===== config.mk =====
export PLATFORM = sky130hd
export DESIGN_NAME = hall_period_meter
export DESIGN_NICKNAME = d
export VERILOG_FILES = /design/src/rtl/hall_pkg.sv /design/src/rtl/hall_debouncer.sv /design/src/rtl/hall_period_meter.sv
export SDC_FILE = /design/constraint.sdc
export NUM_CORES = 1
export LEC_CHECK = 0
export CORE_ASPECT_RATIO = 0.9
export CORE_UTILIZATION = 30
export CTS_BUF_LIST = sky130_fd_sc_hd__clkbuf_8
export CTS_CLUSTER_DIAMETER = 80
export DETAILED_ROUTE_END_ITERATION = 7
export GPL_TIMING_DRIVEN = 1
export SLEW_MARGIN = 20
export SYNTH_ARGS = -nofsm -noshare
export SYNTH_HDL_FRONTEND = slang
export SYNTH_SLANG_ARGS = --single-unit

===== constraint.sdc =====
create_clock -name clk -period 3.09 [get_ports clk]
set_input_delay 0.7725 -clock clk [delete_from_list [all_inputs] [get_ports clk]]
set_output_delay 0.7725 -clock clk [all_outputs]
set_load 0.05 [all_outputs]

===== src/rtl/hall_pkg.sv =====
// Shared Hall-sensor definitions for the period meter: legal code constants,
// commutation-order lookups and the measurement FSM state type.
package hall_pkg;

  localparam logic [2:0] HALL_ILL0 = 3'b000;
  localparam logic [2:0] HALL_1    = 3'b001;
  localparam logic [2:0] HALL_2    = 3'b011;
  localparam logic [2:0] HALL_3    = 3'b010;
  localparam logic [2:0] HALL_4    = 3'b110;
  localparam logic [2:0] HALL_5    = 3'b100;
  localparam logic [2:0] HALL_6    = 3'b101;
  localparam logic [2:0] HALL_ILL7 = 3'b111;

  typedef enum logic [1:0] {
    IDLE    = 2'd0,
    ARM     = 2'd1,
    MEASURE = 2'd2,
    STALL   = 2'd3
  } meter_state_t;

  // Next code when rotating forward; illegal inputs map to HALL_ILL0.
  function automatic logic [2:0] fwd_next(input logic [2:0] code);
    logic [2:0] nxt;
    case (code)
      HALL_1:  nxt = HALL_2;
      HALL_2:  nxt = HALL_3;
      HALL_3:  nxt = HALL_4;
      HALL_4:  nxt = HALL_5;
      HALL_5:  nxt = HALL_6;
      HALL_6:  nxt = HALL_1;
      default: nxt = HALL_ILL0;
    endcase
    return nxt;
  endfunction

  // Next code when rotating in reverse; illegal inputs map to HALL_ILL0.
  function automatic logic [2:0] rev_next(input logic [2:0] code);
    logic [2:0] nxt;
    case (code)
      HALL_1:  nxt = HALL_6;
      HALL_6:  nxt = HALL_5;
      HALL_5:  nxt = HALL_4;
      HALL_4:  nxt = HALL_3;
      HALL_3:  nxt = HALL_2;
      HALL_2:  nxt = HALL_1;
      default: nxt = HALL_ILL0;
    endcase
    return nxt;
  endfunction

  function automatic logic is_illegal(input logic [2:0] code);
    return (code == HALL_ILL0) || (code == HALL_ILL7);
  endfunction

endpackage


===== src/rtl/hall_debouncer.sv =====
// Hall input conditioning: 2-flop synchroniser followed by a stability filter.
// Ports:
//   clk, reset      - clock, synchronous active-low reset
//   hall[2:0]       - raw asynchronous Hall lines {C,B,A}
//   accepted_code   - last legal code that stayed stable DEBOUNCE_CYCLES cycles
//   accept_strobe   - one-cycle pulse when accepted_code takes a new value
//   illegal_strobe  - one-cycle pulse when 000/111 stays stable DEBOUNCE_CYCLES
module hall_debouncer
  import hall_pkg::*;
#(
  parameter int unsigned DEBOUNCE_CYCLES = 8
) (
  input  logic       clk,
  input  logic       reset,
  input  logic [2:0] hall,
  output logic [2:0] accepted_code,
  output logic       accept_strobe,
  output logic       illegal_strobe
);

  localparam int unsigned CW = 8;

  logic [2:0]    sync1;
  logic [2:0]    sync2;
  logic [2:0]    sync_d;
  logic [CW-1:0] stab_cnt;
  logic [CW-1:0] cnt_next;
  logic          held;
  logic          restart;
  logic          fire;

  // A change of the synchronised code restarts the count at its first stable
  // cycle; the count parks at DEBOUNCE_CYCLES so an illegal code fires once.
  always_comb begin
    restart  = (sync2 != sync_d);
    cnt_next = stab_cnt;
    if (restart) begin
      cnt_next = CW'(1);
    end else if (stab_cnt != CW'(DEBOUNCE_CYCLES)) begin
      cnt_next = stab_cnt + CW'(1);
    end
    fire = (sync2 != accepted_code) &&
           (cnt_next == CW'(DEBOUNCE_CYCLES)) &&
           (restart || !held);
  end

  always_ff @(posedge clk) begin
    if (!reset) begin
      sync1          <= 3'b000;
      sync2          <= 3'b000;
      sync_d         <= 3'b000;
      stab_cnt       <= '0;
      held           <= 1'b0;
      accepted_code  <= HALL_ILL0;
      accept_strobe  <= 1'b0;
      illegal_strobe <= 1'b0;
    end else begin
      sync1          <= hall;
      sync2          <= sync1;
      sync_d         <= sync2;
      accept_strobe  <= 1'b0;
      illegal_strobe <= 1'b0;
      if (sync2 == accepted_code) begin
        stab_cnt <= '0;
        held     <= 1'b0;
      end else begin
        stab_cnt <= cnt_next;
        if (restart) begin
          held <= 1'b0;
        end
        if (fire) begin
          if (is_illegal(sync2)) begin
            illegal_strobe <= 1'b1;
            held           <= 1'b1;
          end else begin
            accepted_code <= sync2;
            accept_strobe <= 1'b1;
          end
        end
      end
    end
  end

endmodule


===== src/rtl/hall_period_meter.sv =====
// Measures the electrical revolution period of a BLDC motor from its Hall
// sensors, in clk cycles per revolution (EDGES_PER_PERIOD accepted edges).
// Ports:
//   clk, reset    - clock, synchronous active-low reset
//   enable        - measurement enable; low forces IDLE
//   hall[2:0]     - raw Hall lines {C,B,A}
//   period_speed  - last completed period (all-ones after a stall)
//   period_valid  - one-cycle strobe for each new period_speed
//   direction     - 1 forward, 0 reverse
//   stalled       - period counter saturated before the window completed
//   hall_error    - sticky: illegal code or skipped step seen
module hall_period_meter
  import hall_pkg::*;
#(
  parameter int unsigned DATA_WIDTH       = 16,
  parameter int unsigned DEBOUNCE_CYCLES  = 8,
  parameter int unsigned EDGES_PER_PERIOD = 6
) (
  input  logic                  clk,
  input  logic                  reset,
  input  logic                  enable,
  input  logic [2:0]            hall,
  output logic [DATA_WIDTH-1:0] period_speed,
  output logic                  period_valid,
  output logic                  direction,
  output logic                  stalled,
  output logic                  hall_error
);

  localparam int unsigned EW = $clog2(EDGES_PER_PERIOD + 1);
  localparam logic [DATA_WIDTH-1:0] CNT_MAX = '1;

  meter_state_t          state;
  logic [DATA_WIDTH-1:0] period_cnt;
  logic [EW-1:0]         edge_cnt;
  logic [2:0]            ref_code;
  logic                  ref_valid;

  logic [2:0] accepted_code;
  logic       accept_strobe;
  logic       illegal_strobe;

  logic is_fwd;
  logic is_rev;
  logic adj;
  logic error_ev;
  logic last_edge;
  logic sat;

  hall_debouncer #(
    .DEBOUNCE_CYCLES(DEBOUNCE_CYCLES)
  ) u_deb (
    .clk           (clk),
    .reset         (reset),
    .hall          (hall),
    .accepted_code (accepted_code),
    .accept_strobe (accept_strobe),
    .illegal_strobe(illegal_strobe)
  );

  // Classify the accepted edge against the reference code.
  always_comb begin
    is_fwd    = accept_strobe && ref_valid && (accepted_code == fwd_next(ref_code));
    is_rev    = accept_strobe && ref_valid && (accepted_code == rev_next(ref_code));
    adj       = is_fwd || is_rev;
    error_ev  = illegal_strobe || (accept_strobe && ref_valid && !adj);
    last_edge = (edge_cnt == EW'(EDGES_PER_PERIOD - 1));
    sat       = (period_cnt == CNT_MAX - DATA_WIDTH'(1));
  end

  always_ff @(posedge clk) begin
    if (!reset) begin
      state        <= IDLE;
      period_cnt   <= '0;
      edge_cnt     <= '0;
      ref_code     <= HALL_ILL0;
      ref_valid    <= 1'b0;
      period_speed <= '0;
      period_valid <= 1'b0;
      direction    <= 1'b0;
      stalled      <= 1'b0;
      hall_error   <= 1'b0;
    end else begin
      period_valid <= 1'b0;
      if (!enable) begin
        // Partial windows are dropped; the first code after enable has no predecessor.
        state      <= IDLE;
        period_cnt <= '0;
        edge_cnt   <= '0;
        ref_valid  <= 1'b0;
      end else begin
        if (accept_strobe) begin
          ref_code  <= accepted_code;
          ref_valid <= 1'b1;
        end
        case (state)
          IDLE: state <= ARM;

          ARM, STALL: begin
            if (error_ev) begin
              hall_error <= 1'b1;
              state      <= ARM;
            end else if (adj) begin
              period_cnt <= '0;
              edge_cnt   <= '0;
              direction  <= is_fwd;
              state      <= MEASURE;
            end
          end

          MEASURE: begin
            if (error_ev) begin
              hall_error <= 1'b1;
              period_cnt <= '0;
              edge_cnt   <= '0;
              state      <= ARM;
            end else if (adj && (is_fwd != direction)) begin
              // Reversal: discard the window and restart it from this edge.
              direction  <= is_fwd;
              period_cnt <= '0;
              edge_cnt   <= '0;
            end else if (adj && last_edge) begin
              // Completing edge beats saturation in the same cycle.
              period_speed <= period_cnt + DATA_WIDTH'(1);
              period_valid <= 1'b1;
              stalled      <= 1'b0;
              period_cnt   <= '0;
              edge_cnt     <= '0;
            end else begin
              if (adj) begin
                edge_cnt <= edge_cnt + EW'(1);
              end
              if (sat) begin
                period_cnt   <= CNT_MAX;
                period_speed <= CNT_MAX;
                period_valid <= 1'b1;
                stalled      <= 1'b1;
                state        <= STALL;
              end else begin
                period_cnt <= period_cnt + DATA_WIDTH'(1);
              end
            end
          end

          default: state <= IDLE;
        endcase
      end
    end
  end

endmodule


Figure 1. Wiring by layer (run 1).
Drawn at 3 px/um. Only two layers are drawn.
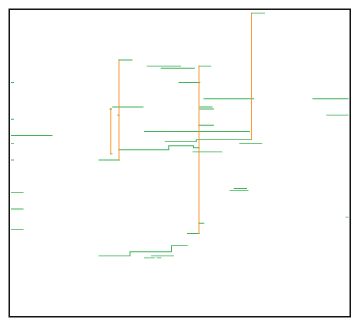
- met4: orange (wire length 146 um)
- met3: green (wire length 307 um)

Figure 2. Congestion heat map (run 1).
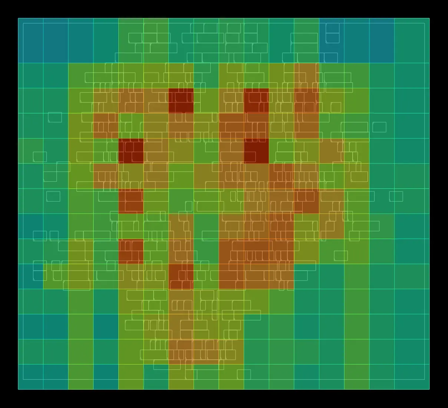
global router's overall resource usage: 13.8%
GR Layer Usage met1: 18.8%
final design utilization: 35.7%
GR Layer Usage met3: 3.02%
global-route layer with the greatest usage: met2

Figure 3. A small window of the routed layout (run 1).
Window x 42 to 72, y 56 to 86 um. Cells in grey, sequential cells in the stronger grey; small squares are vias.
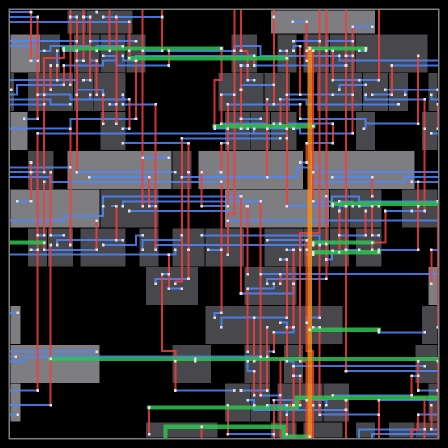
- met4: orange
- met1: blue
- met2: red
- met3: green
- most frequent: nand2_1 (11), dfxtp_1 (7), nor2_1 (6)
- netlist names of flops here include: period_cnt (4), period_speed (2)
- sequential cells in the window: 7
- cells with their middle in the window: 61

==> ci_impl_report.md, run 1 <==
### Flow metrics

| Metric | Value |
|---|---|
| Layout fillers | 1128 |
| Total of warnings raised by yosys | 0 |
| Quantity of gates resized following cts | 0 |
| Sequential cell area in the final layout | 0.00136 mm2 |
| Final standard cell area without fillers | 0.00385 mm2 |
| Commonest cells after routing, fill and taps aside | 68 x sky130_fd_sc_hd__dfxtp_1, 52 x sky130_fd_sc_hd__nand2_1, 31 x sky130_fd_sc_hd__a21oi_1 |
| Initial antenna violation count | 0 |
| Setup repair bufs after CTS | 0 |
| Largest registers ranked by flip-flop count | period_cnt (16), period_speed (16), u_deb.stab_cnt (8) |
| Worst hold start | u_deb.sync1[0]$_SDFF_PN0_ |
| FP Core Util | a little under a third |
| Largest fanout on the critical path | 17 |
| GR Overflow Total | 0 |
| Endpoint of the most critical setup path | period_speed[13]$_SDFFE_PN0P_ |
| Final period demand of the worst path | about 2500 ps |
| Post-synth seq share | around two fifths |
| Category of the worst setup path capture point | flip-flop |
| Required time of the critical path | 3340 ps |
| Start point of the critical path | ref_code[2]$_SDFFE_PN0P_ |
| Startpoint kind of the worst setup timing path | flip-flop |
| Proportion of synthesized flip-flops having asynchronous set or reset | 0% |
| Post-synth cell types | approximately 54 |
| Slew at the pin with the worst max-slew slack | approximately 730 ps |
| Area of the die | roughly 0.012 mm2 |
| Root buffer cell | sky130_fd_sc_hd__clkbuf_8 |
| R2r endpoint | period_speed[13]$_SDFFE_PN0P_ |
| Setup total negative slack | 0 ps |
| Count of final max-slew check failures | 0 |
| Wirelength, routed | around 7.4 mm |
| Overall die width | about 110 um |
| Count of buffers from port buffering | 25 |
| Number of cell instances on the worst register-to-register path | 7 |
| Synthesized chip area reported by yosys | between 0.003 and 0.004 mm2 |
| Rows | 36 |
| Hpwl dp | 5.08 mm |
| Number of design-rule violations left by the first detailed-router iteration | approximately 180 |
| Pwr/cell area | between 400 and 500 mW/mm2 |
| Share of layout cells above drive strength 1 | around 11% |
| MI comb area | roughly 0.0018 mm2 |
| Detailed-route wire length per cell | around 13 um |
| Routed vias/inst | ~5 |
| Register clock-pin slew on the reported worst setup and hold paths | 80 ps |
| Unrepaired setup endpoints after global routing | no |
| Worst flop-to-flop path startpoint | ref_code[2]$_SDFFE_PN0P_ |
| DR vias | about 2800 |
| Depth of the worst hold-timing path | 1 |
| Hold Crit Endpoint | u_deb.sync2[0]$_SDFF_PN0_ |
| Ratio of final minimum period to clock period | between 80% and 90% |
| Layout overhead on the synthesized area | 15.6% |
| Synth Cell Area | ~0.0033 mm2 |
| Fmax | 0.402 GHz |
| Status | completed |
| Placed standard-cell area | 0.00367 mm2 |
| Weighted congestion reported at the end of routability-driven placement | between 0.7 and 0.8 |
| Via count of the first global-routing pass | about 2600 |
| CTS buffer count | 9 |
| Reported max-cap violation count | 0 |
| DRC Markers | 0 |
| Nets in the synthesized netlist | 403 |
| Total number of warnings across the stage logs | 29 |
| Core ar. | about 0.011 mm2 |
| Synth Area per Inst | 8.53 um2 |
| Latency at later pin | around 350 ps |
| Antenna violation net count after detailed routing | 0 |
| Wire length of the first global-routing pass | between 10 and 15 mm |
| Most frequent logic cell in the layout | sky130_fd_sc_hd__dfxtp_1 |
| Worst voltage drop across the vdd grid | about 150 uV |
| Arrival time worst endpoint | between 2000 and 3000 ps |
| Relative slew slack | 51.1% |
| Layout Nets | ~420 |
| Height of the die | ~100 um |
| Buffer levels on the longest clock path | 2 |
| Setup CP Type | flip-flop to flip-flop |
| Number of cells in the yosys synthesis report | just under 400 |
| Largest net degree at the start of global routing | 31 |
| Antenna diodes | 0 |
| Router iterations before antenna repair | 4 |
| Io pins | 26 |
| Final setup fails | 0 |
| Top flip-flop cell by instance count after synthesis | sky130_fd_sc_hd__dfxtp_1 |
| Number of levels the H-tree was split into | 3 |
| Post-cts hold buffer count | 0 |
| R2R Setup Slk | slightly above 600 ps |
| Clock Sinks | around 70 |
| Worst min-delay path category | flip-flop to flip-flop |
| Worst Clk Skew | approximately 9 ps |
| Post-Syn Instances | roughly 390 |
| Post-synth EDFFs | 0 |
| Standby leakage power | around 1.4 nW |
| Clock tree from TritonCTS | built |
| FF+latch count, synth | between 60 and 70 |
| Final hold viol count | 0 |
## run 1: where the power goes
part / total, mW / switching, mW / leakage (nW) / internal [mW]
combinational: 0.0561 / 0.0321 / 0.778 / 0.0240
sequential: 0.891 / 0.00798 / 0.549 / 0.883
clock: 0.699 / 0.337 / 0.101 / 0.362
## run 1: cells in the mapped netlist, drive strengths merged (2+ instances only)
library cell | instances | area [um2]
inv | 9 | 33.8
nor2b | 4 | 25.0
nand4bb | 2 | 22.5
a21oi | 31 | 155
and2 | 12 | 75.1
nand4 | 3 | 18.8
nor2 | 31 | 116
and3 | 3 | 18.8
o21a | 3 | 22.5
o31ai | 4 | 30.0
or3 | 6 | 37.5
o211a | 2 | 20.0
clkbuf | 13 | 50.0
nand3 | 18 | 90.1
or3b | 2 | 17.5
a31oi | 4 | 25.0
nor4 | 2 | 12.5
nand2 | 53 | 201
mux2i | 3 | 30.0
xor2 | 11 | 96.3
ha | 6 | 75.1
a211o | 2 | 26.3
o21ai | 19 | 95.1
a22oi | 4 | 30.0
nand2b | 5 | 31.3
and2b | 2 | 15.0
buf | 11 | 70.1
o221a | 16 | 180
dfxtp | 68 | 1360
xnor2 | 15 | 131
or2 | 4 | 25.0
nor3 | 8 | 45.0
## run 1: per-stage QoR
| stage | hold slack (ps) | cells | worst slack, ps | utilization, % | power (mW) |
|---|---|---|---|---|---|
| floorplan | 412 | 391 | 858 | - | 0.945 |
| global placement | 413 | 530 | 528 | 33.9 | 0.967 |
| detailed placement | 420 | 530 | 497 | 33.9 | 0.967 |
| CTS | 436 | 546 | 515 | 35.6 | 1.67 |
| global route | 450 | 546 | 344 | 35.7 | 1.71 |
| finish | 433 | 546 | 603 | 35.7 | 1.65 |
## run 1: kinds of logic (layout without fill, tap and decap cells)
| logic type | count (synthesis) | after routing | share of synthesized area (%) |
|---|---|---|---|
| adders and majority gates | 6 | 6 | 2.25 |
| and+or+nand+nor | 160 | 160 | 23.9 |
| buffers and inverters | 33 | 55 | 4.62 |
| AOI/OAI and AO/OA | 95 | 95 | 20.7 |
| muxes | 3 | 3 | 0.901 |
| DFF | 68 | 68 | 40.8 |
| xor gates and xnor gates | 26 | 26 | 6.83 |
## run 1: layer usage
| layer | GRT usage [%] | part of all wire, % | up-vias | wire length [um] |
|---|---|---|---|---|
| met3 | 3.02 | 4.2 | 13 | 307 |
| met5 | 0 | 0 | - | 0 |
| met2 | 20.9 | 44 | 57 | 3200 |
| met4 | 6.48 | 2.0 | 0 | 146 |
| met1 | 18.8 | 50 | 1295 | 3700 |
| li1 | - | - | 1414 | - |
## run 1: worst max-delay path, cell delays in order (launching register included)
cell	delay, ps
sky130_fd_sc_hd__dfxtp_1	510
sky130_fd_sc_hd__nand2_1	100
sky130_fd_sc_hd__o32ai_1	300
sky130_fd_sc_hd__a22oi_1	210
sky130_fd_sc_hd__o21ai_1	230
sky130_fd_sc_hd__nand3_1	110
sky130_fd_sc_hd__a211o_1	550
sky130_fd_sc_hd__o221a_2	380
## run 1: final cells by class
type,count,share of cell area [%]
clock inverter,7,1.56
sequential,68,35.3
timing repair buffer,30,7.47
tap,133,4.32
inverter,9,0.876
multi-input combinational,290,47.3
clock buffer,9,3.21
Figure 4. Signal wires on met1 (run 1).
Drawn at 3 px/um. Supply wires on this layer in grey.
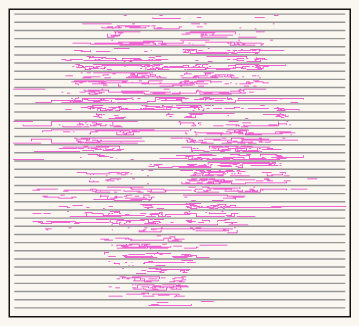

--- run 2 (diff from run 1) ---
==> constraint.sdc (replaced) <==
create_clock -name clk -period 2.35 [get_ports clk]
set_input_delay 0.5875 -clock clk [delete_from_list [all_inputs] [get_ports clk]]
set_output_delay 0.5875 -clock clk [all_outputs]
set_load 0.05 [all_outputs]
Figure 5. Signal wires on met1 (run 2).
Drawn at 3 px/um. Supply wires on this layer in grey.
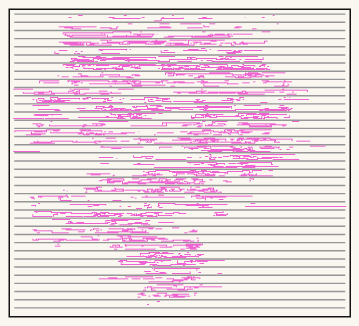
- nets with wire on the layer: 422
- share of all routed wire: 52%
- longest straight run: 33.6 um
- main direction: horizontal

Figure 6. Wiring by layer (run 2).
Drawn at 3 px/um. Only two layers are drawn.
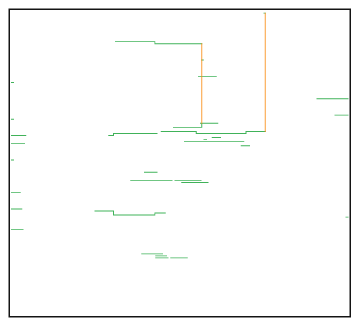
- met4: orange (wire length 66.0 um)
- met3: green (wire length 249 um)

==> run 2 against run 1 <==
Against the previous run:
- die area stayed put
- clock-buffer cell count did not move
- critical path depth grew 1
- register-to-register slack got worse by 530 ps
- total power is 40% higher
- combinational power is about 50% higher
- utilization is 2.8 points higher
- worst hold slack better by 2.5 ps
- first-iteration DRC count fell by 14%
- final cell count rose by 4.4%
- critical endpoint is now edge_cnt[0]$_SDFFE_PN0P_
- largest cell class unchanged
==> ci_impl_report.md, run 2 <==
### Flow metrics

| Metric | Value |
|---|---|
| Worst Clk Skew | 14.5 ps (+5.48 ps) |
| Routed vias/inst | 5.03 (-1.2%) |
| MI comb area | 0.00184 mm2 (+1.0%) |
| Compound-cell area share of the yosys netlist | 20.7% (unchanged) |
| Placed standard-cell area | 0.00386 mm2 (+5.3%) |
| Share of layout cells above drive strength 1 | 18.8% (+7.6 points) |
| XOR/XNOR Fraction of Synth Area | 6.83% (unchanged) |
| Post-synth cell types | 54 (unchanged) |
| Initial antenna violation count | 0 (unchanged) |
| Category of the worst setup path capture point | flip-flop |
| Number of cell instances on the worst register-to-register path | 8 (+1) |
| Largest net degree at the start of global routing | 18 (-42%) |
| Layout Nets | 445 (+6.0%) |
| Logic family by area | simple AND/OR/NAND/NOR gates |
| Biggest cell delay along the critical path | 370 ps (-180 ps) |
| Share of the synthesized area in the top cell type | 40.8% (unchanged) |
| Post-synth seq share | 40.8% (unchanged) |
| Slew at the pin with the worst max-slew slack | 700 ps (-32.6 ps) |
| Antenna violation net count after detailed routing | 0 (unchanged) |
| Slowest stage cell on the critical path | sky130_fd_sc_hd__dfxtp_4 |
| Top cells by count | 68 x sky130_fd_sc_hd__dfxtp_1, 52 x sky130_fd_sc_hd__nand2_1, 31 x sky130_fd_sc_hd__a21oi_1, 31 x sky130_fd_sc_hd__nor2_1, 18 x sky130_fd_sc_hd__nand3_1 |
| Number of levels the H-tree was split into | 3 (unchanged) |
| R2r endpoint | edge_cnt[0]$_SDFFE_PN0P_ |
| Final period demand of the worst path | 2270 ps (-213 ps) |
| Clock Sinks | 68 (unchanged) |
| Root buffer cell | sky130_fd_sc_hd__clkbuf_8 |
| Synth Area per Inst | 8.53 um2 (unchanged) |
| Proportion of synthesized flip-flops having asynchronous set or reset | 0% (unchanged) |
| Buffer levels on the longest clock path | 2 (unchanged) |
| Number of design-rule violations left by the first detailed-router iteration | 158 (-14%) |
| Layout fillers | 1105 (-2.0%) |
| Io pins | 26 (unchanged) |
| Simple logic cell fraction of the synthesized area | 23.9% (unchanged) |
| Rows | 36 (unchanged) |
| GR Layer Usage met3 | 2.97% (-0.059 points) |
| Startpoint kind of the worst setup timing path | flip-flop |
| Layout overhead on the synthesized area | 24.8% |
| CTS buffer count | 9 (unchanged) |
| GR Overflow Total | 0 (unchanged) |
| R2R Setup Slk | 80 ps (-530 ps) |
| Clock tree from TritonCTS | built |
| Worst min-delay path category | flip-flop to flip-flop |
| Nets in the synthesized netlist | 403 (unchanged) |
| Number of cells in the yosys synthesis report | 391 (unchanged) |
| Detailed-route wire length per cell | 13.3 um (-1.6%) |
| Series of cell instances along the critical path | or3_1, a21o_1, a211o_4, buf_4, a2bb2oi_1, nand2_2, or3b_1, a21oi_1 |
| Count of final max-slew check failures | 0 (unchanged) |
| Synthesized chip area reported by yosys | 0.00333 mm2 (unchanged) |
| DR vias | 2865 (+3.1%) |
| Total of warnings raised by yosys | 0 (unchanged) |
| Arrival time worst endpoint | 2540 ps (-200 ps) |
| Reported max-cap violation count | 0 (unchanged) |
| Post-synth EDFFs | 0 (unchanged) |
| Synth Cell Area | 0.00333 mm2 (unchanged) |
| Wire length of the first global-routing pass | 12.8 mm (+2.4%) |
| Ratio of final minimum period to clock period | 96.7% (+16 points) |
| Area of the die | 0.0115 mm2 (unchanged) |
| Weighted congestion reported at the end of routability-driven placement | 0.810 (+4.7%) |
| Most frequent logic cell in the layout | sky130_fd_sc_hd__dfxtp_1 |
| Top cell type by total area after synthesis | sky130_fd_sc_hd__dfxtp_1 |
| Pwr/cell area | 555 mW/mm2 (+30%) |
| Largest cells by area after synthesis | sky130_fd_sc_hd__dfxtp_1 41%, sky130_fd_sc_hd__nand2_1 5.9%, sky130_fd_sc_hd__o221a_2 5.4% |
| Relative slew slack | 53.3% (+2.2 points) |
| Post-synthesis share of cell area spent on full adders, half adders and majority gates | 2.25% (unchanged) |
| Final setup fails | 0 (unchanged) |
| Final hold viol count | 0 (unchanged) |
| Largest registers ranked by flip-flop count | period_cnt (16), period_speed (16), u_deb.stab_cnt (8) |
| Required time of the critical path | 2620 ps (-720 ps) |
| Antenna diodes | 0 (unchanged) |
| Global-route layer with the greatest usage | met2 |
| Depth of the worst hold-timing path | 1 (unchanged) |
| Worst flop-to-flop path startpoint | ref_code[1]$_SDFFE_PN0P_ |
| Wirelength, routed | 7.55 mm (+2.7%) |
| Global router's overall resource usage | 13.8% (+0.062 points) |
| Met2 Use GR | 21.3% (+0.42 points) |
| Router iterations before antenna repair | 4 (unchanged) |
| Standby leakage power | 1.61 nW (+12%) |
| Status | completed |
| Commonest cells after routing, fill and taps aside | 62 x sky130_fd_sc_hd__dfxtp_1, 52 x sky130_fd_sc_hd__nand2_1, 30 x sky130_fd_sc_hd__a21oi_1, 30 x sky130_fd_sc_hd__nor2_1, 25 x sky130_fd_sc_hd__buf_4 |
| Overall die width | 113 um (unchanged) |
| Count of buffers from port buffering | 25 (unchanged) |
| Hpwl dp | 5.35 mm (+5.3%) |
| Worst hold start | u_deb.sync1[2]$_SDFF_PN0_ |
| Number of buffer and inverter stages on the critical path | 1 (+1) |
| Sequential cell area in the final layout | 0.00137 mm2 (+0.74%) |
| Share of cell area taken by muxes after synthesis | 0.901% (unchanged) |
| Critical path's top delay family | AND-OR/OR-AND gates |
| Largest fanout on the critical path | 7 (-10) |
| Top flip-flop cell by instance count after synthesis | sky130_fd_sc_hd__dfxtp_1 |
| Worst voltage drop across the vdd grid | 289 uV (+99%) |
| Register clock-pin slew on the reported worst setup and hold paths | 80 ps (about the same) |
| GR Layer Usage met1 | 18.9% (+0.17 points) |
| Post-Syn Instances | 391 (unchanged) |
| Latency at later pin | 350 ps (about the same) |
| FP Core Util | 30.8% (unchanged) |
| Unrepaired setup endpoints after global routing | no |
| Final standard cell area without fillers | 0.00416 mm2 (+7.9%) |
| Hold Crit Endpoint | u_deb.sync2[2]$_SDFF_PN0_ |
| Total number of warnings across the stage logs | 29 (unchanged) |
| Setup CP Type | flip-flop to flip-flop |
| Final-layout worst hold slack | 436 ps (+2.53 ps) |
| Most used standard cell by instance count after synthesis | sky130_fd_sc_hd__dfxtp_1 |
| Final design utilization | 38.5% (+2.8 points) |
| Core ar. | 0.0108 mm2 (unchanged) |
| DRC Markers | 0 (unchanged) |
| Setup total negative slack | 0 ps (unchanged) |
| Via count of the first global-routing pass | 2694 (+3.6%) |
| Height of the die | 102 um (unchanged) |
| FF+latch count, synth | 68 (unchanged) |
| Fmax | 0.440 GHz (+9.4%) |
## run 2: worst register-to-register path, cell delays in order (launching register included)
cell,delay [ps]
sky130_fd_sc_hd__dfxtp_4,370
sky130_fd_sc_hd__or3_1,340
sky130_fd_sc_hd__a21o_1,200
sky130_fd_sc_hd__a211o_4,360
sky130_fd_sc_hd__buf_4,150
sky130_fd_sc_hd__a2bb2oi_1,160
sky130_fd_sc_hd__nand2_2,140
sky130_fd_sc_hd__or3b_1,350
sky130_fd_sc_hd__a21oi_1,130
## run 2: cells by family after synthesis
family | Yosys count
AND/OR/NAND/NOR | 160
AND-OR/OR-AND | 95
flip-flops | 68
buffers and inverters | 33
XOR/XNOR | 26
adder cells (fa/ha/maj) | 6
multiplexers | 3
## run 2: worst max-delay path by stage
stage / from / to / slack (ps) / cells past startpoint
6_report: ref_code[1]$_SDFFE_PN0P_ / edge_cnt[0]$_SDFFE_PN0P_ / 80 / 8
2_1_floorplan: ref_code[0]$_SDFFE_PN0P_ / period_speed[10]$_SDFFE_PN0P_ / 120 / 9
5_1_grt: u_deb.accepted_code[2]$_SDFFE_PN0P_ / edge_cnt[0]$_SDFFE_PN0P_ / 4 / 8
3_3_place_gp: ref_code[1]$_SDFFE_PN0P_ / period_speed[13]$_SDFFE_PN0P_ / -160 / 6
4_1_cts: ref_code[1]$_SDFFE_PN0P_ / edge_cnt[1]$_SDFFE_PN0P_ / 10 / 8
3_5_place_dp: ref_code[1]$_SDFFE_PN0P_ / period_speed[1]$_SDFFE_PN0P_ / -210 / 6
## run 2: area by class of cell
type	count	area share, %
multi-input cells	290	44.2
flip-flops and latches	68	33.0
repair buffers	55	12.9
well taps	133	4.00
clock buffers	9	2.98
clock inverters	6	2.14
inverters	9	0.812
## run 2: what timing repair did
action / 4_1_cts / 5_1_grt
gates resized: 3 / 12
buffers inserted: 1 / 3
setup endpoints to repair: 35 / 37
hold buffers: 0 / 0
pin swaps: 1 / 5
## run 2: through the flow
stage / power (mW) / setup WS (ps) / instances
finish: 2.31 / 76.7 / 570
global route: 2.40 / 4.30 / 570
CTS: 2.34 / 12.5 / 567
detailed placement: 1.28 / -210 / 551
global placement: 1.28 / -161 / 551
floorplan: 1.24 / 118 / 391
## run 2: layer usage
metal  routed length (um)  up-vias  part of all wire (%)
li1                     -     1458                     -
met1                 3960     1348                    52
met2                 3280       54                    43
met3                  249        5                   3.3
met4                   65        0                  0.86
met5                    0        -                     0
## run 2: power breakdown
part	switching, mW	internal [mW]	leakage (nW)
sequential	0.00985	1.16	0.553
combinational	0.0457	0.0385	0.952
clock	0.463	0.593	0.102
--- run 3 (diff from run 2) ---
--- a/config.mk
+++ b/config.mk
@@ -5,10 +5,12 @@
 export SDC_FILE = /design/constraint.sdc
 export NUM_CORES = 1
 export LEC_CHECK = 0
+export CAP_MARGIN = 20
 export CORE_ASPECT_RATIO = 0.9
 export CORE_UTILIZATION = 30
 export CTS_BUF_LIST = sky130_fd_sc_hd__clkbuf_8
 export CTS_CLUSTER_DIAMETER = 80
+export CTS_CLUSTER_SIZE = 10
 export DETAILED_ROUTE_END_ITERATION = 7
 export GPL_TIMING_DRIVEN = 1
 export SLEW_MARGIN = 20
Figure 7. Signal wires on met1 (run 3).
Drawn at 3 px/um. Supply wires on this layer in grey.
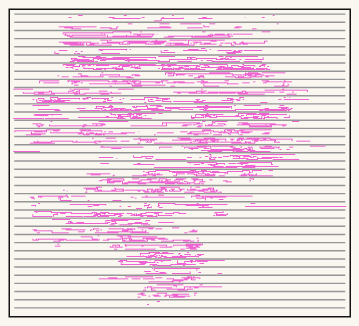
- main direction: horizontal
- nets with wire on the layer: 422
GR Layer Usage met1: 18.9%
wirelength, routed: 7.55 mm
DR vias: 2865

Figure 8. A small window of the routed layout (run 3).
Window x 42 to 72, y 56 to 86 um. Cells in grey, sequential cells in the stronger grey; small squares are vias.
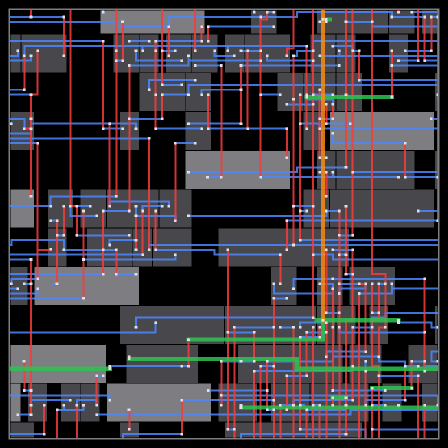
- met2: red
- met1: blue
- met3: green
- met4: orange
- sequential cells in the window: 6
- netlist names of flops here include: period_cnt (4)
- most frequent: nand2_1 (10), nor2_1 (8), dfxtp_1 (6)
- cells with their middle in the window: 63

==> run 3 against run 2 <==
Against the previous run:
- critical path depth is the same
- sequential power is essentially flat
- die area is the same
- first-iteration DRC count is the same
- critical path type unchanged
- register-to-register slack is essentially flat
- maximum frequency is the same
- largest power group unchanged
==> ci_impl_report.md, run 3 <==
### Flow metrics

| Metric | Value |
|---|---|
| Commonest cells after routing, fill and taps aside | 62 x sky130_fd_sc_hd__dfxtp_1, 52 x sky130_fd_sc_hd__nand2_1, 30 x sky130_fd_sc_hd__a21oi_1, 30 x sky130_fd_sc_hd__nor2_1, 25 x sky130_fd_sc_hd__buf_4 |
| Antenna diodes | 0 (unchanged) |
| Status | completed |
| Largest fanout on the critical path | 7 (unchanged) |
| Buffer levels on the longest clock path | 2 (unchanged) |
| XOR/XNOR Fraction of Synth Area | 6.83% (unchanged) |
| Layout overhead on the synthesized area | 24.8% (unchanged) |
| Total number of warnings across the stage logs | 29 (unchanged) |
| Ratio of final minimum period to clock period | 96.7% (unchanged) |
| Share of layout cells above drive strength 1 | 18.8% (unchanged) |
| Top flip-flop cell by instance count after synthesis | sky130_fd_sc_hd__dfxtp_1 |
| Simple logic cell fraction of the synthesized area | 23.9% (unchanged) |
| Core ar. | 0.0108 mm2 (unchanged) |
| Via count of the first global-routing pass | 2694 (unchanged) |
| FF+latch count, synth | 68 (unchanged) |
| Worst hold start | u_deb.sync1[2]$_SDFF_PN0_ |
| Post-synthesis share of cell area spent on full adders, half adders and majority gates | 2.25% (unchanged) |
| FP Core Util | 30.8% (unchanged) |
| Critical path's top delay family | AND-OR/OR-AND gates |
| Detailed-route wire length per cell | 13.3 um (unchanged) |
| Startpoint kind of the worst setup timing path | flip-flop |
| Post-route non-filler standard cell count | 570 (unchanged) |
| Relative slew slack | 53.3% (unchanged) |
| Final period demand of the worst path | 2270 ps (unchanged) |
| Number of design-rule violations left by the first detailed-router iteration | 158 (unchanged) |
| Setup total negative slack | 0 ps (unchanged) |
| Compound-cell area share of the yosys netlist | 20.7% (unchanged) |
| Root buffer cell | sky130_fd_sc_hd__clkbuf_8 |
| R2R Setup Slk | 80 ps (about the same) |
| Post-synth cell types | 54 (unchanged) |
| Top cells by count | 68 x sky130_fd_sc_hd__dfxtp_1, 52 x sky130_fd_sc_hd__nand2_1, 31 x sky130_fd_sc_hd__a21oi_1, 31 x sky130_fd_sc_hd__nor2_1, 18 x sky130_fd_sc_hd__nand3_1 |
| Setup CP Type | flip-flop to flip-flop |
| Wire length of the first global-routing pass | 12.8 mm (unchanged) |
| Count of final max-slew check failures | 0 (unchanged) |
| Hpwl dp | 5.35 mm (unchanged) |
| Layout Nets | 445 (unchanged) |
| Height of the die | 102 um (unchanged) |
| Unrepaired setup endpoints after global routing | no |
| Number of cell instances on the worst register-to-register path | 8 (unchanged) |
| Reported max-cap violation count | 0 (unchanged) |
| Clock tree from TritonCTS | built |
| Top cell type by total area after synthesis | sky130_fd_sc_hd__dfxtp_1 |
| Nets in the synthesized netlist | 403 (unchanged) |
| Routed vias/inst | 5.03 (unchanged) |
| Global router's overall resource usage | 13.8% (unchanged) |
| GR Overflow Total | 0 (unchanged) |
| DRC Markers | 0 (unchanged) |
| Largest net degree at the start of global routing | 18 (unchanged) |
| Fmax | 0.440 GHz (unchanged) |
| Pwr/cell area | 555 mW/mm2 (unchanged) |
| Placed standard-cell area | 0.00386 mm2 (unchanged) |
| Total of warnings raised by yosys | 0 (unchanged) |
| Overall die width | 113 um (unchanged) |
| Worst voltage drop across the vdd grid | 289 uV (unchanged) |
| Series of cell instances along the critical path | or3_1, a21o_1, a211o_4, buf_4, a2bb2oi_1, nand2_2, or3b_1, a21oi_1 |
| Router iterations before antenna repair | 4 (unchanged) |
| Largest registers ranked by flip-flop count | period_cnt (16), period_speed (16), u_deb.stab_cnt (8) |
| Register clock-pin slew on the reported worst setup and hold paths | 80 ps (about the same) |
| Proportion of synthesized flip-flops having asynchronous set or reset | 0% (unchanged) |
| Depth of the worst hold-timing path | 1 (unchanged) |
| Post-Syn Instances | 391 (unchanged) |
| Most used standard cell by instance count after synthesis | sky130_fd_sc_hd__dfxtp_1 |
| Hold Crit Endpoint | u_deb.sync2[2]$_SDFF_PN0_ |
| Post-cts hold buffer count | 0 (unchanged) |
| Final setup fails | 0 (unchanged) |
| Rows | 36 (unchanged) |
| Final hold viol count | 0 (unchanged) |
| Io pins | 26 (unchanged) |
| Final design utilization | 38.5% (unchanged) |
| Logic family by area | simple AND/OR/NAND/NOR gates |
| Area of the die | 0.0115 mm2 (unchanged) |
| Antenna violation net count after detailed routing | 0 (unchanged) |
| Required time of the critical path | 2620 ps (about the same) |
| Synth Cell Area | 0.00333 mm2 (unchanged) |
| Slew at the pin with the worst max-slew slack | 700 ps (unchanged) |
| Latency at later pin | 350 ps (about the same) |
==> run 3: metal layers <==
metal,GRT usage (%),vias to the layer above,routed length (um)
met5,0,-,0
met4,5.57,0,65
met3,2.97,5,249
met2,21.3,54,3280
met1,18.9,1348,3960
li1,-,1458,-
==> run 3: area by class of cell <==
type / instances / area [um2] / area share, %
clock inverters: 6 / 88.8 / 2.14
inverters: 9 / 33.8 / 0.812
multi-input cells: 290 / 1840 / 44.2
repair buffers: 55 / 536 / 12.9
clock buffers: 9 / 124 / 2.98
well taps: 133 / 166 / 4.00
flip-flops and latches: 68 / 1370 / 33.0
==> run 3: timing repair <==
item,CTS,global route
resized,3,12
pin swaps,1,5
setup buffers,1,3
setup endpoints to repair,35,37
==> run 3: cells by family (layout without fill, tap and decap cells) <==
| family | count (synthesis) | count (layout) |
|---|---|---|
| AND/OR/NAND/NOR | 160 | 160 |
| AND-OR/OR-AND | 95 | 95 |
| flip-flops | 68 | 68 |
| buffers and inverters | 33 | 79 |
| XOR/XNOR | 26 | 26 |
| adder cells (fa/ha/maj) | 6 | 6 |
| multiplexers | 3 | 3 |
==> run 3: report_power, final <==
part           total [mW]  internal, mW  switching (mW)
clock                1.06         0.593           0.463
combinational      0.0842        0.0385          0.0457
sequential           1.17          1.16         0.00985
==> run 3: through the flow <==
stage	power (mW)	setup WS (ps)
finish	2.31	76.7
floorplan	1.24	118
global route	2.40	4.30
detailed placement	1.28	-210
CTS	2.34	12.5
global placement	1.28	-161
==> run 3: how the worst max path moves through the flow <==
stage / from / end / cells after the start
global placement: ref_code[1]$_SDFFE_PN0P_ / period_speed[13]$_SDFFE_PN0P_ / 6
detailed placement: ref_code[1]$_SDFFE_PN0P_ / period_speed[1]$_SDFFE_PN0P_ / 6
CTS: ref_code[1]$_SDFFE_PN0P_ / edge_cnt[1]$_SDFFE_PN0P_ / 8
floorplan: ref_code[0]$_SDFFE_PN0P_ / period_speed[10]$_SDFFE_PN0P_ / 9
finish: ref_code[1]$_SDFFE_PN0P_ / edge_cnt[0]$_SDFFE_PN0P_ / 8
global route: u_deb.accepted_code[2]$_SDFFE_PN0P_ / edge_cnt[0]$_SDFFE_PN0P_ / 8
No activity file was given, so power comes from the tool's default toggle rates.
